$ cat src/rtl/clk_lock_supervisor_pkg.sv
// Shared types and constants for the clock-lock supervisor.
// Optional lock-loss counting is enabled by defining CLK_LOCK_LOSS_CNT_EN.
package clk_sup_pkg;

    typedef enum logic [2:0] {
        RESET,
        WAIT_LOCK,
        STABLE,
        RUN,
        FAIL
    } chanState_e;

    localparam int DefNClk           = 2;
    localparam int DefRstPulseCyc    = 8;
    localparam int DefLockTimeoutCyc = 65536;
    localparam int DefLockStableCyc  = 1024;
    localparam int DefMaxRetries     = 3;

    // One counter serves every phase, so it is sized for the longest one.
    function automatic int cntWidth(input int a, input int b, input int c);
        int m;
        m = a;
        if (b > m) m = b;
        if (c > m) m = c;
        return $clog2(m) + 1;
    endfunction

endpackage

$ cat src/rtl/clk_lock_supervisor_chan.sv
// One supervised clock-generator channel: LOCKED synchroniser, sequencing FSM and counters.
// Defining CLK_LOCK_LOSS_CNT_EN adds a saturating count of lock losses seen in RUN.
module clk_lock_supervisor_chan
    import clk_sup_pkg::*;
#(
    parameter int RST_PULSE_CYC    = DefRstPulseCyc,
    parameter int LOCK_TIMEOUT_CYC = DefLockTimeoutCyc,
    parameter int LOCK_STABLE_CYC  = DefLockStableCyc,
    parameter int MAX_RETRIES      = DefMaxRetries
) (
    input  logic       clk_i,
    input  logic       rstN_i,
    input  logic       lockedRaw_i,
    input  logic       softRst_i,
    output logic       mmcmRst_o,
    output logic       locked_o,
    output logic       fail_o
`ifdef CLK_LOCK_LOSS_CNT_EN
    ,
    output logic [7:0] lossCnt_o
`endif
);

    localparam int CntW   = cntWidth(RST_PULSE_CYC, LOCK_TIMEOUT_CYC, LOCK_STABLE_CYC);
    localparam int RetryW = $clog2(MAX_RETRIES + 1) + 1;

    localparam logic [CntW-1:0]   RstLast     = CntW'(RST_PULSE_CYC - 1);
    localparam logic [CntW-1:0]   TimeoutLast = CntW'(LOCK_TIMEOUT_CYC - 1);
    localparam logic [CntW-1:0]   StableLast  = CntW'(LOCK_STABLE_CYC - 1);
    localparam logic [RetryW-1:0] RetryMax    = RetryW'(MAX_RETRIES);

    logic              syncMeta_q;
    logic              syncLock_q;
    chanState_e        state_q;
    logic [CntW-1:0]   cnt_q;
    logic [RetryW-1:0] retryCnt_q;
    logic              mmcmRst_q;
    logic              locked_q;
    logic              fail_q;

    // LOCKED is asynchronous to clk; only syncLock_q is used by the FSM.
    always_ff @(posedge clk_i or negedge rstN_i) begin
        if (!rstN_i) begin
            syncMeta_q <= 1'b0;
            syncLock_q <= 1'b0;
        end else begin
            syncMeta_q <= lockedRaw_i;
            syncLock_q <= syncMeta_q;
        end
    end

    always_ff @(posedge clk_i or negedge rstN_i) begin
        if (!rstN_i) begin
            state_q    <= RESET;
            cnt_q      <= '0;
            retryCnt_q <= '0;
            mmcmRst_q  <= 1'b1;
            locked_q   <= 1'b0;
            fail_q     <= 1'b0;
        end else if (softRst_i) begin
            state_q    <= RESET;
            cnt_q      <= '0;
            retryCnt_q <= '0;
            mmcmRst_q  <= 1'b1;
            locked_q   <= 1'b0;
            fail_q     <= 1'b0;
        end else begin
            case (state_q)
                RESET: begin
                    if (cnt_q == RstLast) begin
                        state_q   <= WAIT_LOCK;
                        cnt_q     <= '0;
                        mmcmRst_q <= 1'b0;
                    end else begin
                        cnt_q <= cnt_q + CntW'(1);
                    end
                end
                // A lock seen on the timeout cycle still wins over the retry.
                WAIT_LOCK: begin
                    if (syncLock_q) begin
                        state_q <= STABLE;
                        cnt_q   <= '0;
                    end else if (cnt_q == TimeoutLast) begin
                        cnt_q     <= '0;
                        mmcmRst_q <= 1'b1;
                        if (retryCnt_q < RetryMax) begin
                            retryCnt_q <= retryCnt_q + RetryW'(1);
                            state_q    <= RESET;
                        end else begin
                            state_q <= FAIL;
                            fail_q  <= 1'b1;
                        end
                    end else begin
                        cnt_q <= cnt_q + CntW'(1);
                    end
                end
                STABLE: begin
                    if (!syncLock_q) begin
                        state_q <= WAIT_LOCK;
                        cnt_q   <= '0;
                    end else if (cnt_q == StableLast) begin
                        state_q    <= RUN;
                        cnt_q      <= '0;
                        retryCnt_q <= '0;
                        locked_q   <= 1'b1;
                    end else begin
                        cnt_q <= cnt_q + CntW'(1);
                    end
                end
                RUN: begin
                    if (!syncLock_q) begin
                        state_q   <= RESET;
                        cnt_q     <= '0;
                        mmcmRst_q <= 1'b1;
                        locked_q  <= 1'b0;
                    end
                end
                FAIL: begin
                    state_q <= FAIL;
                end
                default: begin
                    state_q   <= RESET;
                    cnt_q     <= '0;
                    mmcmRst_q <= 1'b1;
                    locked_q  <= 1'b0;
                end
            endcase
        end
    end

`ifdef CLK_LOCK_LOSS_CNT_EN
    logic [7:0] lossCnt_q;

    // A soft restart in the same cycle is not a lock loss.
    always_ff @(posedge clk_i or negedge rstN_i) begin
        if (!rstN_i) begin
            lossCnt_q <= '0;
        end else if (!softRst_i && state_q == RUN && !syncLock_q && lossCnt_q != 8'hFF) begin
            lossCnt_q <= lossCnt_q + 8'd1;
        end
    end

    assign lossCnt_o = lossCnt_q;
`endif

    assign mmcmRst_o = mmcmRst_q;
    assign locked_o  = locked_q;
    assign fail_o    = fail_q;

endmodule

$ cat src/rtl/clk_lock_supervisor.sv
// Supervises N_CLK clock generators: reset pulsing, lock timeout/retry, lock qualification.
// Defining CLK_LOCK_LOSS_CNT_EN adds the packed lock_loss_cnt output (8 bits per channel).
module clk_lock_supervisor
    import clk_sup_pkg::*;
#(
    parameter int N_CLK            = DefNClk,
    parameter int RST_PULSE_CYC    = DefRstPulseCyc,
    parameter int LOCK_TIMEOUT_CYC = DefLockTimeoutCyc,
    parameter int LOCK_STABLE_CYC  = DefLockStableCyc,
    parameter int MAX_RETRIES      = DefMaxRetries
) (
    input  logic               clk,
    input  logic               glbl_rst_n,
    input  logic [N_CLK-1:0]   locked_in,
    input  logic [N_CLK-1:0]   soft_rst,
    output logic [N_CLK-1:0]   mmcm_rst,
    output logic [N_CLK-1:0]   locked,
    output logic [N_CLK-1:0]   fail,
    output logic               all_locked
`ifdef CLK_LOCK_LOSS_CNT_EN
    ,
    output logic [N_CLK*8-1:0] lock_loss_cnt
`endif
);

    logic allLocked_d;
    logic allLocked_q;

    for (genvar g = 0; g < N_CLK; g++) begin : gChan
        clk_lock_supervisor_chan #(
            .RST_PULSE_CYC   (RST_PULSE_CYC),
            .LOCK_TIMEOUT_CYC(LOCK_TIMEOUT_CYC),
            .LOCK_STABLE_CYC (LOCK_STABLE_CYC),
            .MAX_RETRIES     (MAX_RETRIES)
        ) uChan (
            .clk_i      (clk),
            .rstN_i     (glbl_rst_n),
            .lockedRaw_i(locked_in[g]),
            .softRst_i  (soft_rst[g]),
            .mmcmRst_o  (mmcm_rst[g]),
            .locked_o   (locked[g]),
            .fail_o     (fail[g])
`ifdef CLK_LOCK_LOSS_CNT_EN
            ,
            .lossCnt_o  (lock_loss_cnt[8*g +: 8])
`endif
        );
    end

    assign allLocked_d = &locked;

    always_ff @(posedge clk or negedge glbl_rst_n) begin
        if (!glbl_rst_n) begin
            allLocked_q <= 1'b0;
        end else begin
            allLocked_q <= allLocked_d;
        end
    end

    assign all_locked = allLocked_q;

endmodule

$ cat config.mk
export PLATFORM = sky130hd
export DESIGN_NAME = clk_lock_supervisor
export DESIGN_NICKNAME = d
export VERILOG_FILES = /design/src/rtl/clk_lock_supervisor_pkg.sv /design/src/rtl/clk_lock_supervisor_chan.sv /design/src/rtl/clk_lock_supervisor.sv
export SDC_FILE = /design/constraint.sdc
export NUM_CORES = 1
export LEC_CHECK = 0
export ABC_AREA = 1
export ABC_CLOCK_PERIOD_IN_PS = 3600
export CAP_MARGIN = 20
export CELL_PAD_IN_SITES_DETAIL_PLACEMENT = 0
export CELL_PAD_IN_SITES_GLOBAL_PLACEMENT = 1
export CORE_ASPECT_RATIO = 0.9
export CORE_MARGIN = 10
export CORE_UTILIZATION = 48
export DETAILED_ROUTE_END_ITERATION = 8
export HOLD_SLACK_MARGIN = 0.1
export PLACE_DENSITY_LB_ADDON = 0.1
export SLEW_MARGIN = 25
export SYNTH_ARGS = -nofsm -noshare
export SYNTH_HDL_FRONTEND = slang
export SYNTH_SLANG_ARGS = --single-unit
$ cat constraint.sdc
create_clock -name clk -period 3.6 [get_ports clk]
set_input_delay 0.36 -clock clk [delete_from_list [all_inputs] [get_ports clk]]
set_output_delay 0.36 -clock clk [all_outputs]
set_load 0.1 [all_outputs]
==> tab_implementation.tex, run 1 <==
% Generated from flow reports
\begin{tabular}{lr}
\hline
Metric & Value \\
\hline
\multicolumn{2}{l}{\textbf{Synth}} \\
Adder-cell share of the synthesized area & 2.74\% \\
Number of register bits inferred by synthesis & roughly 57 \\
Aoi/oai-family share of the synthesized area & 12.1\% \\
Cell Type Count & 36 \\
Cell Area, Synth & 3660 um\^{}2 \\
Xor and xnor area share after synthesis & 2.39\% \\
Top-count cell post-synth & nand2\_1 \\
Most instantiated cells after synthesis & nand2\_1 (143), nor2\_1 (72), dfrtp\_1 (55), inv\_1 (51), nand3\_1 (47) \\
Syn Nets & 532 \\
Yosys stat area & roughly 3700 um\^{}2 \\
Post-synthesis instance total & 518 \\
\multicolumn{2}{l}{\textbf{GRT}} \\
Vias in the first global route & 2872 \\
\multicolumn{2}{l}{\textbf{Clock tree}} \\
Post-CTS setup repair buffer count & 0 \\
Number of levels the H-tree was split into & 3 \\
Number of clock buffers inserted by TritonCTS & 9 \\
Number of resized instances in the post-cts repair step & 0 \\
\multicolumn{2}{l}{\textbf{Critical path}} \\
Worst reg2reg path endpoint & gChan[1].uChan.cnt\_q[9]\$\_DFFE\_PN0P\_ \\
Critical Path End Type & flip-flop \\
Worst reg2reg setup slack & 1210 ps \\
\multicolumn{2}{l}{\textbf{Layout}} \\
Multi-input gate share of total cell area & approximately 48\% \\
Count of clock-net buffers in the final layout & 9 \\
Sequential share of cell area & about 36\% \\
\multicolumn{2}{l}{\textbf{Drt}} \\
Iteration-0 DRC count of the detailed router & 133 \\
Antenna-violating nets left & 0 \\
Detailed-router iteration count before antenna repair & 4 \\
\multicolumn{2}{l}{\textbf{Final timing}} \\
Headroom to the max-slew limit & 33.5\% \\
Final worst-path setup slack & roughly 1200 ps \\
Clock period minus final worst setup slack & 2390 ps \\
\multicolumn{2}{l}{\textbf{Pwr}} \\
VDD IR-drop max & approximately 0.37 mV \\
Sequential Power Share & 38.8\% \\
\multicolumn{2}{l}{\textbf{Floorplan}} \\
Die X-Extent & about 110 um \\
Chip area & 11500 um\^{}2 \\
\multicolumn{2}{l}{\textbf{Placed design}} \\
Final GP Congestion & a little over 0.8 \\
Number of I/O port buffers & 12 \\
\multicolumn{2}{l}{\textbf{Status}} \\
Run status & finished, final reports clean \\
\hline
\end{tabular}
[run 1: critical path: stages (launching register included)]
cell     delay (ps)
dfrtp_1         390
ha_1            210
nand3_1         130
inv_1            90
nand2_1         100
nor4_1          260
nand4_1         190
inv_1            90
ha_1            140
inv_1            70
nand3_1         100
nand3_2         120
nand2_2         250
a21oi_1         120
[run 1: registers in the layout, indices dropped and copies added, names as in the netlist]
| register | count |
|---|---|
| gChan.uChan.syncLock_q | 2 |
| gChan.uChan.state_q | 6 |
| gChan.uChan.locked_o | 2 |
| gChan.uChan.fail_o | 2 |
| gChan.uChan.cnt_q | 34 |
| all_locked | 1 |
| gChan.uChan.syncMeta_q | 2 |
| gChan.uChan.mmcmRst_o | 2 |
| gChan.uChan.retryCnt_q | 6 |
run_1/wires.png
Drawn at 4 px/um. Two of the layers only.
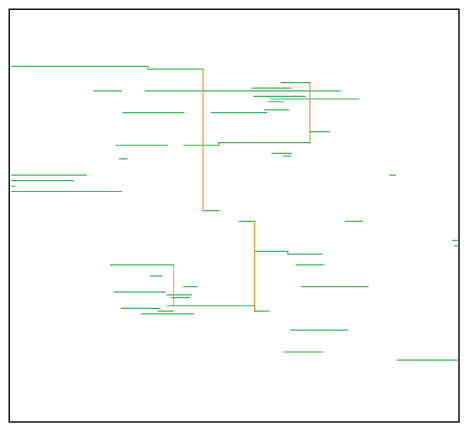
[metal 3] green | wire length: 509 um
[metal 4] orange | wire length: 83.0 um
wire length per cell: 13.4 um
vias after detailed routing: 3252
total wire length after detailed routing: 8430 um
global router's overall resource usage: 15.0%

run_1/layer_met3.png
Drawn at 3 px/um. Cells faint in the background.
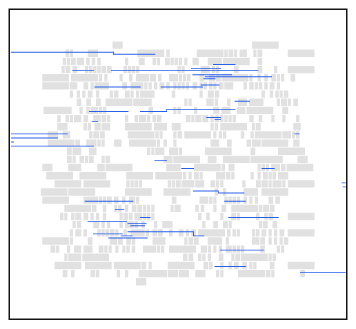
wire length on this layer: 509 um
longest straight run: 48.8 um
nets with wire on the layer: 34
share of all routed wire: 6.0%
met3 track demand over resource in global routing: 5.12%

run_1/congestion.png
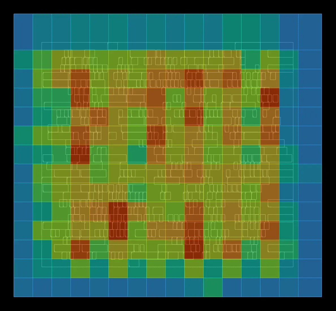
M2 GR Usage: 21.4%
post-layout util: 53.3%
met1 usage: 20.9%

run_1/layer_met1.png
Drawn at 4 px/um. Supply wires on this layer in grey. Cells faint in the background.
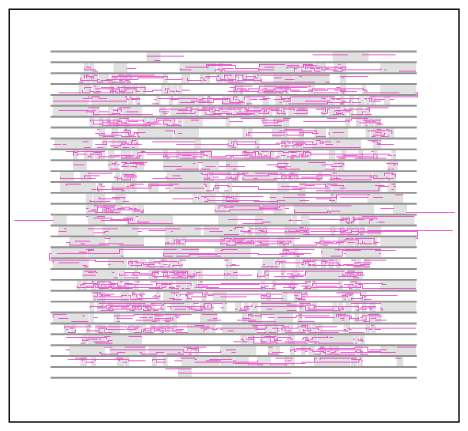

==> inputs of run 2 (changes only) <==
Settings changed: ABC_CLOCK_PERIOD_IN_PS 3600 to 2000, CORE_UTILIZATION 48 to 41.
Clock period 3.6 ns to 2 ns, I/O delays scaled along.
run_2/layer_met1.png
Drawn at 4 px/um. Supply wires on this layer in grey. Cells faint in the background.
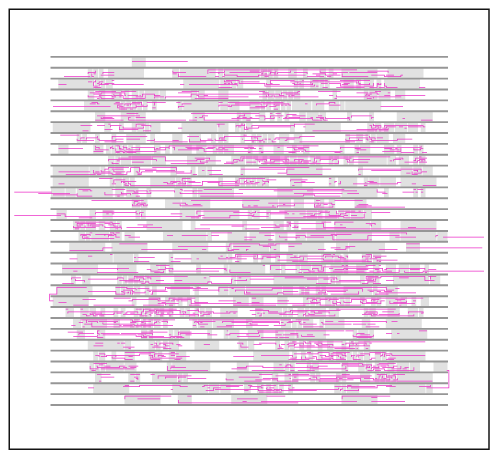
nets with wire on the layer: 574
wire length on this layer: 5140 um
longest straight run: 37.3 um
total wire length after detailed routing: 9680 um
met1 usage: 21.7%
vias after detailed routing: 3517

==> run 2 against run 1 <==
- the run now ends with setup timing left
- synthesized cell count stayed put
- final cell count is 14% higher
- clock power is 110% higher
- largest cell class unchanged
==> tab_implementation.tex, run 2 <==
% Generated from flow reports
\begin{tabular}{lr}
\hline
Metric & Value \\
\hline
\multicolumn{2}{l}{\textbf{Clock tree}} \\
Clock latency at the later pin of the worst-skew pair & 350 ps \\
Max clock buf depth & 2 \\
Number of levels the H-tree was split into & 3 (unchanged) \\
Number of resized instances in the post-cts repair step & 17 (+17) \\
Number of clock buffers inserted by TritonCTS & 9 (unchanged) \\
Clock transition time at the flip-flop clock pins of the worst setup and hold paths & 70 ps \\
Post-CTS setup repair buffer count & 5 (+5) \\
\multicolumn{2}{l}{\textbf{Critical path}} \\
Peak per-stage delay on the critical path & 350 ps (-40 ps) \\
Largest fanout on the critical path & 6 \\
Slowest stage cell, crit path & dfrtp\_1 \\
Family with the most delay on the worst path & simple AND/OR/NAND/NOR gates \\
Count of cells along the worst register-to-register path & 14 \\
Worst path depth & 14 (+1) \\
Crit path capture & gChan[1].uChan.retryCnt\_q[1]\$\_DFFE\_PN0P\_ \\
Critical Path AT & 2240 ps \\
Worst reg2reg setup slack & -0.7 ps (-1220 ps) \\
Worst Path Buf+Inv & 3 (unchanged) \\
Critical Path End Type & flip-flop \\
Worst reg2reg path endpoint & gChan[1].uChan.retryCnt\_q[1]\$\_DFFE\_PN0P\_ \\
Reg2reg start & gChan[1].uChan.cnt\_q[0]\$\_DFFE\_PN0P\_ \\
Cells along the critical path & ha\_2 -> nand3\_2 -> inv\_2 -> nand2\_4 -> nor4\_4 -> nand4\_1 -> inv\_1 -> ha\_2 -> inv\_2 -> o21a\_1 -> nor2\_1 -> nand2\_2 -> nand2\_1 -> o21ai\_1 \\
\multicolumn{2}{l}{\textbf{Floorplan}} \\
Core region area & 8650 um\^{}2 \\
Fraction of the core area occupied by cells at floorplan & between 40 and 50\% \\
Die X-Extent & 120 um (+6.7\%) \\
Die height & between 100 and 150 um \\
Chip area & 13100 um\^{}2 (+14\%) \\
\multicolumn{2}{l}{\textbf{Synth}} \\
Cell Type Count & 36 (unchanged) \\
Adder-cell share of the synthesized area & 2.74\% (unchanged) \\
Post-synth top area cell & dfrtp\_1 \\
Aoi/oai-family share of the synthesized area & 12.1\% (unchanged) \\
Flip-flop cell with the highest count after synthesis & dfrtp\_1 \\
Share of the yosys chip area belonging to registers & 39.0\% \\
Post-synthesis instance total & 518 (unchanged) \\
Logic family by area & simple AND/OR/NAND/NOR gates \\
Yosys stat area & 3660 um\^{}2 (unchanged) \\
Most instantiated cells after synthesis & nand2\_1 (143), nor2\_1 (72), dfrtp\_1 (55), inv\_1 (51), nand3\_1 (47) \\
Top-count cell post-synth & nand2\_1 \\
Cell Area, Synth & 3660 um\^{}2 (unchanged) \\
Xor and xnor area share after synthesis & 2.39\% (unchanged) \\
Syn Nets & 532 (unchanged) \\
Number of register bits inferred by synthesis & 57 (unchanged) \\
\multicolumn{2}{l}{\textbf{Drt}} \\
Antenna-violating nets left & 0 (unchanged) \\
Detailed-router iteration count before antenna repair & 4 (unchanged) \\
Iteration-0 DRC count of the detailed router & 112 (-16\%) \\
Post-DR vias/cell & 4.93 \\
Met2 layer wire length in the routed design & slightly above 4000 um \\
Wire length per cell & 13.6 um (+1.0\%) \\
\multicolumn{2}{l}{\textbf{Layout}} \\
Count of clock-net buffers in the final layout & 11 (+2) \\
Data-path buffer share of cell area in the final layout & a little over an eighth \\
Share of final-layout standard cells stronger than drive strength 1 & about 26\% \\
Total inserted antenna cells & 0 \\
Multi-input gate share of total cell area & 44.0\% (-3.6 points) \\
Number of nets in the final layout & 603 \\
Number of flip-flops and latches & about 57 \\
Sequential share of cell area & 30.0\% (-5.9 points) \\
Clock network contribution to total cell area & 4.81\% \\
Largest registers & gChan.uChan.cnt\_q (34), gChan.uChan.retryCnt\_q (6), gChan.uChan.state\_q (6) \\
Max-area cell class & multi-input combinational cells \\
Number of flip-flops under the largest register name & 34 (unchanged) \\
Most frequently placed logic cells in the final layout & nand2\_1 (135), nor2\_1 (69), buf\_4 (63), dfrtp\_1 (55), inv\_1 (47) \\
Largest register by flop count & gChan.uChan.cnt\_q \\
\multicolumn{2}{l}{\textbf{Final timing}} \\
Final worst-path setup slack & -0.687 ps (-1220 ps) \\
Number of pins with negative max-slew slack in the final report & 0 \\
Clk\_skew & roughly 12 ps \\
Total negative setup slack & -0.687 ps \\
Headroom to the max-slew limit & 62.2\% (+29 points) \\
Tightest Pin Transition & roughly 570 ps \\
Clock period minus final worst setup slack & 2000 ps (-384 ps) \\
Setup-failing EPs final & 1 \\
\multicolumn{2}{l}{\textbf{Pwr}} \\
Power consumed by combinational cells & 1.70 mW \\
Sequential Power Share & 33.1\% (-5.7 points) \\
Reported clock group power & 1.26 mW \\
Pwr per Cell Area & 929 nW/um\^{}2 \\
Relative contribution of the clock network to total power & between 20\% and 30\% \\
VDD IR-drop max & 0.722 mV (+94\%) \\
Switching Share & between 30\% and 40\% \\
\multicolumn{2}{l}{\textbf{Placed design}} \\
DP HPWL & 7020 um \\
Number of I/O port buffers & 12 (unchanged) \\
Final GP Congestion & 0.865 (+5.7\%) \\
\multicolumn{2}{l}{\textbf{GRT}} \\
M2 GR Usage & 21.6\% (+0.14 points) \\
Largest net degree at the start of global routing & 24 \\
Vias in the first global route & 3263 (+14\%) \\
Met3 track demand over resource in global routing & 2.92\% (-2.2 points) \\
Layer with the highest usage & met1 \\
Global router's overall resource usage & 14.9\% (-0.11 points) \\
\multicolumn{2}{l}{\textbf{Status}} \\
Violated checks & setup timing \\
Run status & finished, violations left \\
\multicolumn{2}{l}{\textbf{Worst hold path}} \\
Instance count along the most critical hold path & 1 \\
\hline
\end{tabular}
==> run 2: cell types whose count changed in the layout (fill, tap and decap cells not counted), sizes merged, moves of 2 or more <==
cell	change
clkdlybuf4s50	-7
clkbuf	+3
clkinvlp	-2
buf	+67
==> run 2: per-stage QoR <==
stage | utilization (%) | setup slack, ps | area (um^2) | hold WS (ps) | cells
after global routing | 55.0 | -191 | 4760 | 277 | 713
after detailed placement | 48.8 | -105 | 4220 | 225 | 684
final | 55.0 | -0.687 | 4760 | 285 | 713
after CTS | 52.7 | -21.2 | 4560 | 272 | 707
after global placement | 48.8 | -32.6 | 4220 | 219 | 684
after floorplan | - | 7.46 | 3670 | -95.6 | 518
Power and IR drop assume default switching activity.
